==> src/rtl/int2flt_seq.sv <==
`default_nettype none
// ============================================================================
// Module   : int2flt_seq
// Brief    : Sequential 16-bit signed integer to IEEE-754 half-float converter
//            (round-to-nearest-even), acting as data-memory master.
// Revision : 1.0 - initial release
// ============================================================================
module int2flt_seq #(
    parameter logic [7:0] IN_ADDR  = 8'd0,
    parameter logic [7:0] OUT_ADDR = 8'd2
) (
    input  logic       clk,
    input  logic       reset,
    input  logic       start,
    output logic       done,
    output logic [7:0] mem_addr,
    output logic       mem_rd,
    output logic       mem_wr,
    output logic [7:0] mem_wdata,
    input  logic [7:0] mem_rdata
);

    localparam logic [3:0] S_IDLE  = 4'd0;
    localparam logic [3:0] S_RD_LO = 4'd1;
    localparam logic [3:0] S_RD_HI = 4'd2;
    localparam logic [3:0] S_PREP  = 4'd3;
    localparam logic [3:0] S_NORM  = 4'd4;
    localparam logic [3:0] S_ROUND = 4'd5;
    localparam logic [3:0] S_WR_LO = 4'd6;
    localparam logic [3:0] S_WR_HI = 4'd7;
    localparam logic [3:0] S_DONE  = 4'd8;

    localparam logic [4:0] c_EXP_TOP = 5'd30;

    logic [3:0]  r_state;
    logic [3:0]  w_next_state;
    logic        r_start_q;
    logic [15:0] r_x;
    logic        r_sign;
    logic [15:0] r_mag;
    logic [4:0]  r_exp;
    logic [15:0] r_result;

    logic        w_trigger;
    logic        w_round_up;
    logic [14:0] w_rounded;
    logic [7:0]  w_in_addr_hi;
    logic [7:0]  w_out_addr_hi;

    assign w_trigger     = r_start_q & ~start;
    assign w_in_addr_hi  = IN_ADDR + 8'd1;
    assign w_out_addr_hi = OUT_ADDR + 8'd1;

    // Ties go to the even mantissa; a carry out of the mantissa bumps the exponent.
    assign w_round_up = r_mag[4] & ((|r_mag[3:0]) | r_mag[5]);
    assign w_rounded  = {r_exp, r_mag[14:5]} + {14'd0, w_round_up};

    always_ff @(posedge clk or posedge reset) begin
        if (reset) begin
            r_state   <= S_IDLE;
            r_start_q <= 1'b0;
        end else begin
            r_state   <= w_next_state;
            r_start_q <= start;
        end
    end

    always_comb begin
        w_next_state = r_state;
        case (r_state)
            S_IDLE:  if (w_trigger) w_next_state = S_RD_LO;
            S_RD_LO: w_next_state = S_RD_HI;
            S_RD_HI: w_next_state = S_PREP;
            S_PREP:  w_next_state = (r_x == 16'd0) ? S_WR_LO : S_NORM;
            S_NORM:  if (r_mag[15]) w_next_state = S_ROUND;
            S_ROUND: w_next_state = S_WR_LO;
            S_WR_LO: w_next_state = S_WR_HI;
            S_WR_HI: w_next_state = S_DONE;
            S_DONE:  w_next_state = S_IDLE;
            default: w_next_state = S_IDLE;
        endcase
    end

    always_comb begin
        done      = 1'b0;
        mem_addr  = 8'd0;
        mem_rd    = 1'b0;
        mem_wr    = 1'b0;
        mem_wdata = 8'd0;
        case (r_state)
            S_RD_LO: begin
                mem_addr = IN_ADDR;
                mem_rd   = 1'b1;
            end
            S_RD_HI: begin
                mem_addr = w_in_addr_hi;
                mem_rd   = 1'b1;
            end
            S_WR_LO: begin
                mem_addr  = OUT_ADDR;
                mem_wdata = r_result[7:0];
                mem_wr    = 1'b1;
            end
            S_WR_HI: begin
                mem_addr  = w_out_addr_hi;
                mem_wdata = r_result[15:8];
                mem_wr    = 1'b1;
            end
            S_DONE:  done = 1'b1;
            default: ;
        endcase
    end

    // Datapath: operand capture, magnitude, normalisation and rounding.
    always_ff @(posedge clk or posedge reset) begin
        if (reset) begin
            r_x      <= 16'd0;
            r_sign   <= 1'b0;
            r_mag    <= 16'd0;
            r_exp    <= 5'd0;
            r_result <= 16'd0;
        end else begin
            case (r_state)
                S_RD_LO: r_x[7:0]  <= mem_rdata;
                S_RD_HI: r_x[15:8] <= mem_rdata;
                S_PREP: begin
                    r_sign <= r_x[15];
                    r_mag  <= r_x[15] ? (~r_x + 16'd1) : r_x;
                    r_exp  <= c_EXP_TOP;
                    if (r_x == 16'd0) r_result <= 16'd0;
                end
                S_NORM: begin
                    if (!r_mag[15]) begin
                        r_mag <= {r_mag[14:0], 1'b0};
                        r_exp <= r_exp - 5'd1;
                    end
                end
                S_ROUND: r_result <= {r_sign, w_rounded};
                default: ;
            endcase
        end
    end

endmodule
`default_nettype wire

==> config.mk <==
export PLATFORM = sky130hd
export DESIGN_NAME = int2flt_seq
export DESIGN_NICKNAME = d
export VERILOG_FILES = /design/src/rtl/int2flt_seq.sv
export SDC_FILE = /design/constraint.sdc
export NUM_CORES = 1
export LEC_CHECK = 0
export CORE_MARGIN = 8
export CORE_UTILIZATION = 62
export DETAILED_ROUTE_END_ITERATION = 10
export PLACE_DENSITY = 0.95
export SLEW_MARGIN = 5
export SYNTH_ARGS = -nofsm -noshare
export SYNTH_HDL_FRONTEND = slang
export SYNTH_SLANG_ARGS = --single-unit
==> constraint.sdc <==
create_clock -name clk -period 3.6 [get_ports clk]
set_clock_uncertainty 0.1 [all_clocks]
set_input_delay 0.36 -clock clk [delete_from_list [all_inputs] [get_ports clk]]
set_output_delay 0.36 -clock clk [all_outputs]
set_load 0.01 [all_outputs]
==> job_summary.md, run 1 <==
### Flow metrics

| Metric | Value |
|---|---|
| Status | finished clean |
| Length of the first detailed-routing pass in iterations | 4 |
| DP Area | 0.00345 mm2 |
| Pre-CTS setup slack | 1.03 ns |
| Count of antenna-violating nets left after detailed routing | 0 |
| Max-area cell share | 45.5% |
| Setup TNS | 0 ns |
| Highest clock rate | 339 MHz |
| EDFF count, synth | 0 |
| Library cell used as clock root buffer | clkbuf_8 |
| Post-CTS setup-driven buffer insertion count | 0 |
| Global-route wire length before repair | 11300 um |
| Overall die area | 0.00780 mm2 |
| Most instantiated library cell after synthesis | dfrtp_1 |
| Leftover overflow at the end of global routing | 0 |
| Sinks on the clock net | 59 |
| Flops out of synthesis | 59 |
| Wirelength, routed | 6620 um |
| Final Max Tran Viols | 0 |
| Final tally of hold violations | 0 |
| Number of DRC markers after the initial detailed-route iteration | 119 |
| Synth warn | 0 |
| Share of final-layout standard cells stronger than drive strength 1 | 12.9% |
| Final Cycle Share | 82.0% |
| Pin count of the biggest net entering global routing | 36 |
| Max Buffers Root-to-Sink | 2 |
| Antenna diode instance count | 0 |
| WS Path Type | reg -> out |
| Setup repair after global routing missed its margin | no |
| Final core utilization | 71.7% |
| Worst skew pair latency | 0.33 ns |
| Worst-case vdd ir drop | 0.000570 V |
| Cell total in the yosys stat output | 310 |
| Power after layout | 3.21 mW |
| Main synth FF type | dfrtp_1 |
| Number of violations of the max-capacitance limit | 0 |
| Kind of capture point of the worst setup path | output port |
| Max_slew headroom | 37.3% |
| Slew of the pin with the lowest slew margin | 0.941 ns |
| Maximum fanout count along the critical path | 20 |
| Initial antenna violation count | 0 |
| DR vias/cell | 5.94 |
| Cell area leaders | dfrtp_1 46%, xor2_1 5.1%, mux2_2 4.9% |
| Distinct lib cells used | 56 |
| Via Count | 2352 |
| Layout Area Growth over Synthesis | 12.3% |
| Average cell area after synthesis | 10.5 um2 |
| Number of fill cells | 379 |
| Post-layout instance area | 0.00364 mm2 |
| Final routed DRC violation total | 0 |
| Final worst slack | 0.649 ns |
| Routed len/inst | 16.7 um |
| Final-report setup violation count | 0 |
| Effective utilization at floorplan | 63.9% |
| CTS tree | yes |
| Sequential fraction of the synthesis area | 45.5% |
| Area reported by Yosys stat | 0.00324 mm2 |
| Number of hold-repair buffers added at the cts stage | 0 |
| Pwr/cell area | 882 mW/mm2 |
| Reg clk slew, reported paths | 0.06 ns |
| Synth cell count leaders | 59 x dfrtp_1, 19 x nand2_1, 19 x xor2_1 |
| CTS H-Tree Depth | 3 |
| Placer's final routability congestion estimate | 0.849 |
| Period minus WS final | 2.95 ns |
| Global-route usage over all layers | 18.8% |
| Worst endpoint required time | 3.14 ns |
| Crit path DAT | 2.49 ns |
| Tally of OpenROAD warnings | 27 |
| Via count of the first global-routing pass | 2295 |
| TritonCTS Buffers | 9 |
| Chip height | 88.3 um |
| Resized cells post-CTS | 0 |
| CP Launch Type | flip-flop |
| Pleak | 1.55 nW |
| Cell area after synthesis | 0.00324 mm2 |
| Async set or reset register ratio after synthesis | 100% |
| Cell type with the highest aggregate area in the netlist | dfrtp_1 |
| Horizontal die size | 88.3 um |
| Final net count | 337 |
| Hold Path Class | in -> async |
| Gate count after technology mapping | 310 |
| Number of placement rows | 26 |
| Placed wire-length estimate | 4890 um |
run 1: path summary, 6_finish.rpt:
| kind | startpoint | to | slack, ns | cells after the start |
|---|---|---|---|---|
| worst min-delay path | reset | r_mag[8] | 0.36 | 2 |
| min in group clk | r_result[8] | r_result[8] | 0.39 | 1 |
| max in group asynchronous | reset | r_exp[0] | 2.26 | 3 |
| worst min register to register | r_result[8] | r_result[8] | 0.39 | 1 |
| worst max register to register | r_state[0] | r_result[13] | 1.08 | 4 |
| worst max-delay path | r_state[0] | mem_addr[0] | 0.65 | 3 |
run 1: power breakdown:
group	switching, mW	total (mW)	internal [mW]
clock network	0.239	0.591	0.353
registers	0.441	1.41	0.964
logic	0.566	1.21	0.647
total	1.25	3.21	1.96
run 1: sequential cells by signal, summed over array words and instances (netlist names):
| signal | count |
|---|---|
| r_exp | 5 |
| r_result | 16 |
| r_state | 4 |
| r_mag | 16 |
| r_x | 16 |
| r_sign | 1 |
| r_start_q | 1 |
run 1: critical path, cell delays in order (launching register included):
cell and delay, ns:
dfrtp_1 0.67, nor3_2 0.72, or2_2 0.23, clkdlybuf4s50_1 0.53
run 1: final cells by class:
class | instances | area (um2) | area share (%)
clock buffers | 13 | 159 | 4.37
clock inverters | 2 | 35.0 | 0.963
inverters | 10 | 37.5 | 1.03
multi-input cells | 216 | 1590 | 43.7
flip-flops and latches | 59 | 1480 | 40.6
well taps | 70 | 87.6 | 2.41
repair buffers | 26 | 253 | 6.94
run 1: cell families after synthesis:
logic type      Yosys count  share of synthesized area, %
buf+inv                  40                          5.94
flops                    59                          45.5
other cells               1                         0.116
simple gates             86                          15.5
xor+xnor                 28                          7.56
compound gates           67                          15.5
mux                      25                          8.30
fa+ha+maj                 4                          1.54
run 1: placed cells by master, fill, tap and decap left out, types with 3 or more instances in the layout:
cell type and n:
dfrtp_1 59, clkdlybuf4s50_1 23, nand2_1 19, xor2_1 19, nor2_1 16, o21ai_0 16
mux2_2 14, clkbuf_8 11, mux2i_1 10, a22oi_1 10, a22o_1 10, xnor2_1 9
inv_1 9, a21oi_1 6, nand3_1 6, conb_1 6, o31ai_1 5, nor4_1 5
nor3_1 4, o2bb2ai_1 4, and4_1 4, nand4_1 4, ha_1 4, nor2b_1 3
nand2b_1 3, buf_4 3
run 1: metal layers:
layer,vias up,part of all wire (%),global-route usage [%]
li1,1131,-,-
met1,1150,43,23.4
met2,65,50,30.8
met3,6,5.9,4.64
met4,0,1.0,7.22
met5,-,0,0
run 1: stage by stage:
stage,instances,hold slack (ns)
6_report,396,0.364
5_1_grt,396,0.404
4_1_cts,396,0.379
3_5_place_dp,381,0.377
3_3_place_gp,381,0.363
2_1_floorplan,315,0.291
Figure 1. Nets reached from selected ports (run 1).
The bar under the picture is 20 um long.
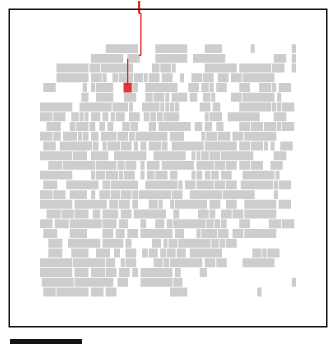
legend:
  red:
    port: `done`
    bits: 1
    direction: output
    edge: top
    end_cells: 1
    buffers: 1
    wire: 20.9 um
Ports: 30
Port-buffer cells: 23

Figure 2. Placed standard cells (run 1).
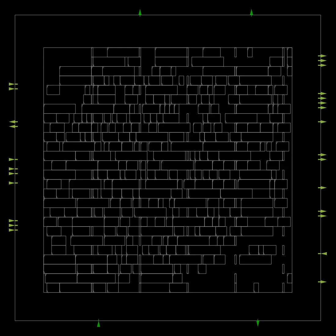
FF+latch count: 59
Tap Cells: 70
area of the core: 0.00507 mm2

Figure 3. Signal wires by layer (run 1).
Two of the layers only.
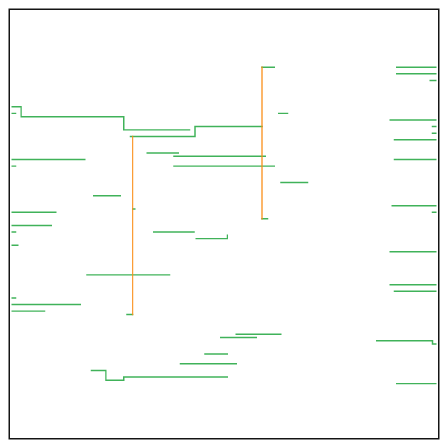
legend:
  green:
    layer: metal 3
    wire_length: 390 um
  orange:
    layer: metal 4
    wire_length: 68.0 um

## Run 2: what changed since run 1
- CORE_UTILIZATION: 62 -> 52
- PLACE_DENSITY: 0.95 -> 0.88
- clock period: 3.6 -> 2.6 ns (I/O delays scaled with it)
Figure 4. Signal wires by layer (run 2).
Two of the layers only.
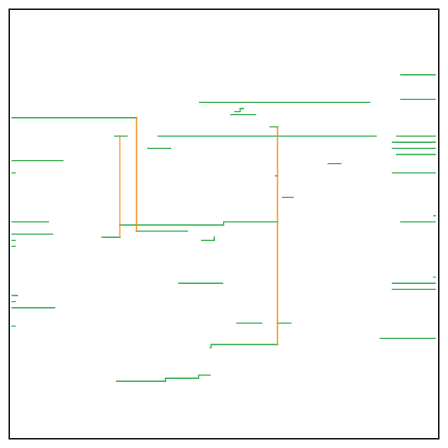
legend:
  green:
    layer: metal 3
    wire_length: 388 um
  orange:
    layer: metal 4
    wire_length: 95.9 um

Figure 5. Nets reached from selected ports (run 2).
The bar under the picture is 20 um long.
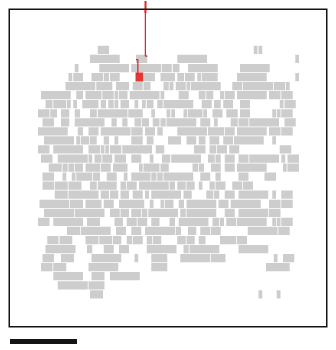
legend:
  red:
    port: `done`
    bits: 1
    direction: output
    edge: top
    end_cells: 1
    buffers: 1
    wire: 19.4 um

==> run 2 against run 1 <==
Net effect:
- clock power rose by 27%
- die area rose by 16%
- area after synthesis did not move
- via count rose by 1.1%
- register-to-register slack got worse by 0.72 ns
- synthesized cell count did not move
- sequential share of layout area fell by 0.51 points
- largest cell class unchanged
- total power rose by 38%
- first-iteration DRC count rose by 51%
==> job_summary.md, run 2 <==
### Flow metrics

| Metric | Value |
|---|---|
| Highest clock rate | 431 MHz |
| Flops out of synthesis | 59 (unchanged) |
| Share of final-layout standard cells stronger than drive strength 1 | 14.8% (was 12.9%) |
| Library cell used as clock root buffer | clkbuf_8 (unchanged) |
| Power after layout | 4.44 mW (was 3.21 mW) |
| Via Count | 2378 (was 2352) |
| Resized cells post-CTS | 0 (unchanged) |
| Reg2reg path depth | 6 (was 4) |
| Cell count after placement | 391 (was 381) |
| Max Buffers Root-to-Sink | 2 (unchanged) |
| CTS H-Tree Depth | 3 (unchanged) |
| Kind of capture point of the worst setup path | output port (unchanged) |
| Main synth FF type | dfrtp_1 (unchanged) |
| Final net count | 342 (was 337) |
| Effective utilization at floorplan | 54.1% (was 63.9%) |
| Max_slew headroom | 31.9% (was 37.3%) |
| Pwr/cell area | 1200 mW/mm2 (was 882 mW/mm2) |
| Ports | 30 (unchanged) |
| Number of placement rows | 28 (was 26) |
| Cell area leaders | dfrtp_1 46%, xor2_1 5.1%, mux2_2 4.9% (unchanged) |
| Routed len/inst | 16.6 um (was 16.7 um) |
| Slew of the pin with the lowest slew margin | 1.02 ns (was 0.941 ns) |
| Average cell area after synthesis | 10.5 um2 (unchanged) |
| Tally of OpenROAD warnings | 27 (unchanged) |
| Distinct lib cells used | 56 (unchanged) |
| Setup repair after global routing missed its margin | no (unchanged) |
| Area reported by Yosys stat | 0.00324 mm2 (unchanged) |
| Layout Area Growth over Synthesis | 13.7% (was 12.3%) |
| Pleak | 1.58 nW (was 1.55 nW) |
| Final-report setup violation count | 0 (unchanged) |
| Cell total in the yosys stat output | 310 (unchanged) |
| Setup TNS | 0 ns (unchanged) |
| DR vias/cell | 5.86 (was 5.94) |
| Most instantiated library cell after synthesis | dfrtp_1 (unchanged) |
| Cell area after synthesis | 0.00324 mm2 (unchanged) |
| Horizontal die size | 95.0 um (was 88.3 um) |
| Synth warn | 0 (unchanged) |
| TritonCTS Buffers | 9 (unchanged) |
| Global-route usage over all layers | 16.8% (was 18.8%) |
| Launch instance of the worst register-to-register path | r_x[0] (was r_state[0]) |
| Worst skew pair latency | 0.34 ns (was 0.33 ns) |
| Most used logic cell in the final layout | dfrtp_1 (unchanged) |
| Commonest cells after routing, fill and taps aside | 59 x dfrtp_1, 23 x clkdlybuf4s50_1, 19 x nand2_1, 19 x xor2_1 (unchanged) |
| Reg clk slew, reported paths | 0.06 ns (about the same) |
| Sinks on the clock net | 59 (unchanged) |
| Length of the first detailed-routing pass in iterations | 4 (unchanged) |
| Pin count of the biggest net entering global routing | 60 (was 36) |
| Maximum fanout count along the critical path | 13 (was 20) |
| Number of hold-repair buffers added at the cts stage | 0 (unchanged) |
| Final tally of hold violations | 0 (unchanged) |
| Placer's final routability congestion estimate | 0.900 (was 0.849) |
| Chip height | 95.0 um (was 88.3 um) |
| Antenna diode instance count | 0 (unchanged) |
| CTS tree | yes (unchanged) |
| Leftover overflow at the end of global routing | 0 (unchanged) |
| Crit path from | r_state[2] (was r_state[0]) |
| Cell type with the highest aggregate area in the netlist | dfrtp_1 (unchanged) |
| Crit path DAT | 1.96 ns (was 2.49 ns) |
| Wirelength, routed | 6740 um (was 6620 um) |
| Via count of the first global-routing pass | 2436 (was 2295) |
| Final Max Tran Viols | 0 (unchanged) |
| Period minus WS final | 2.32 ns |
| Count of antenna-violating nets left after detailed routing | 0 (unchanged) |
| Final Cycle Share | 89.2% |
| Largest registers | r_mag (16), r_result (16), r_x (16) (unchanged) |
| Global-route wire length before repair | 11900 um (was 11300 um) |
| Sequential fraction of the synthesis area | 45.5% (unchanged) |
| CP Launch Type | flip-flop (unchanged) |
| Combinational Area | 0.00160 mm2 (was 0.00159 mm2) |
| Overall die area | 0.00902 mm2 (was 0.00780 mm2) |
| Worst hold margin | 0.201 ns (was 0.364 ns) |
| Area of the core | 0.00599 mm2 (was 0.00507 mm2) |
| Gate count after technology mapping | 310 (unchanged) |
| Number of violations of the max-capacitance limit | 0 (unchanged) |
| Storage element area | 0.00148 mm2 (unchanged) |
| Number of standard cells in the layout, taps in and fillers out | 406 (was 396) |
| Placed wire-length estimate | 4880 um (was 4890 um) |
| Worst endpoint required time | 2.24 ns (was 3.14 ns) |
| Worst-case vdd ir drop | 0.000781 V (was 0.000570 V) |
| Post-CTS setup-driven buffer insertion count | 0 (unchanged) |
| Async set or reset register ratio after synthesis | 100% (unchanged) |
| Final routed DRC violation total | 0 (unchanged) |
| Number of fill cells | 503 (was 379) |
| WS Path Type | reg -> out (unchanged) |
| Synth cell count leaders | 59 x dfrtp_1, 19 x nand2_1, 19 x xor2_1 (unchanged) |
| Status | finished clean (unchanged) |
| EDFF count, synth | 0 (unchanged) |
| Hold Path Class | in -> async (unchanged) |
| Max-area cell share | 45.5% (unchanged) |
| Number of DRC markers after the initial detailed-route iteration | 180 (was 119) |
| Port-buffer cells | 23 (unchanged) |
| Initial antenna violation count | 0 (unchanged) |
-- run 2: cell counts after synthesis --
No cell type changed its count.
-- run 2: worst paths after layout --
path,to,slack [ns]
max,mem_rd,0.28
min,r_mag[4],0.20
max reg2reg,r_result[13],0.36
min reg2reg,r_result[8],0.40
max in group asynchronous,r_x[4],1.94
min in group clk,r_start_q,0.31
-- run 2: cell type report --
| type | count | share of cell area (%) |
|---|---|---|
| Clock buffer | 13 | 4.58 |
| Clock inverter | 2 | 0.272 |
| Inverter | 10 | 1.02 |
| Multi-Input combinational cell | 216 | 43.3 |
| Sequential cell | 59 | 40.1 |
| Tap cell | 75 | 2.55 |
| Timing Repair Buffer | 31 | 8.21 |
-- run 2: cells by family after synthesis --
family                   Yosys count  share of synthesized area, %
AND-OR/OR-AND                     67                          15.5
flip-flops                        59                          45.5
adder cells (fa/ha/maj)            4                          1.54
buffers and inverters             40                          5.94
AND/OR/NAND/NOR                   86                          15.5
XOR/XNOR                          28                          7.56
multiplexers                      25                          8.30
other                              1                         0.116
-- run 2: per-stage QoR --
step	area (um2)	setup slack [ns]	utilization, %
2_1_floorplan	3260	0.535	-
3_3_place_gp	3500	0.472	58.5
3_5_place_dp	3500	0.389	58.5
4_1_cts	3680	0.134	61.4
5_1_grt	3690	0.132	61.5
6_report	3690	0.281	61.5
-- run 2: worst max-delay path, cell delays in order (launching register included) --
cell and delay [ns]:
dfrtp_1 0.50, nand2b_1 0.24, nor3_2 0.20, or2_2 0.15, clkdlybuf4s50_1 0.53
-- run 2: per-layer routing --
layer / global-route usage (%) / share of wire (%) / routed length (um)
met2: 26.4 / 48 / 3260
met3: 4.60 / 5.8 / 388
met1: 21.3 / 44 / 3000
met5: 0 / 0 / 0
met4: 6.89 / 1.4 / 95
-- run 2: report_power, final --
part           leakage (nW)  switching, mW  total [mW]  internal (mW)
Sequential            0.719          0.562        1.90           1.34
Clock                0.0953          0.336       0.751          0.415
Combinational         0.761          0.854        1.79          0.933
Total                  1.58           1.75        4.44           2.68
No activity file was given, so power comes from the tool's default toggle rates.
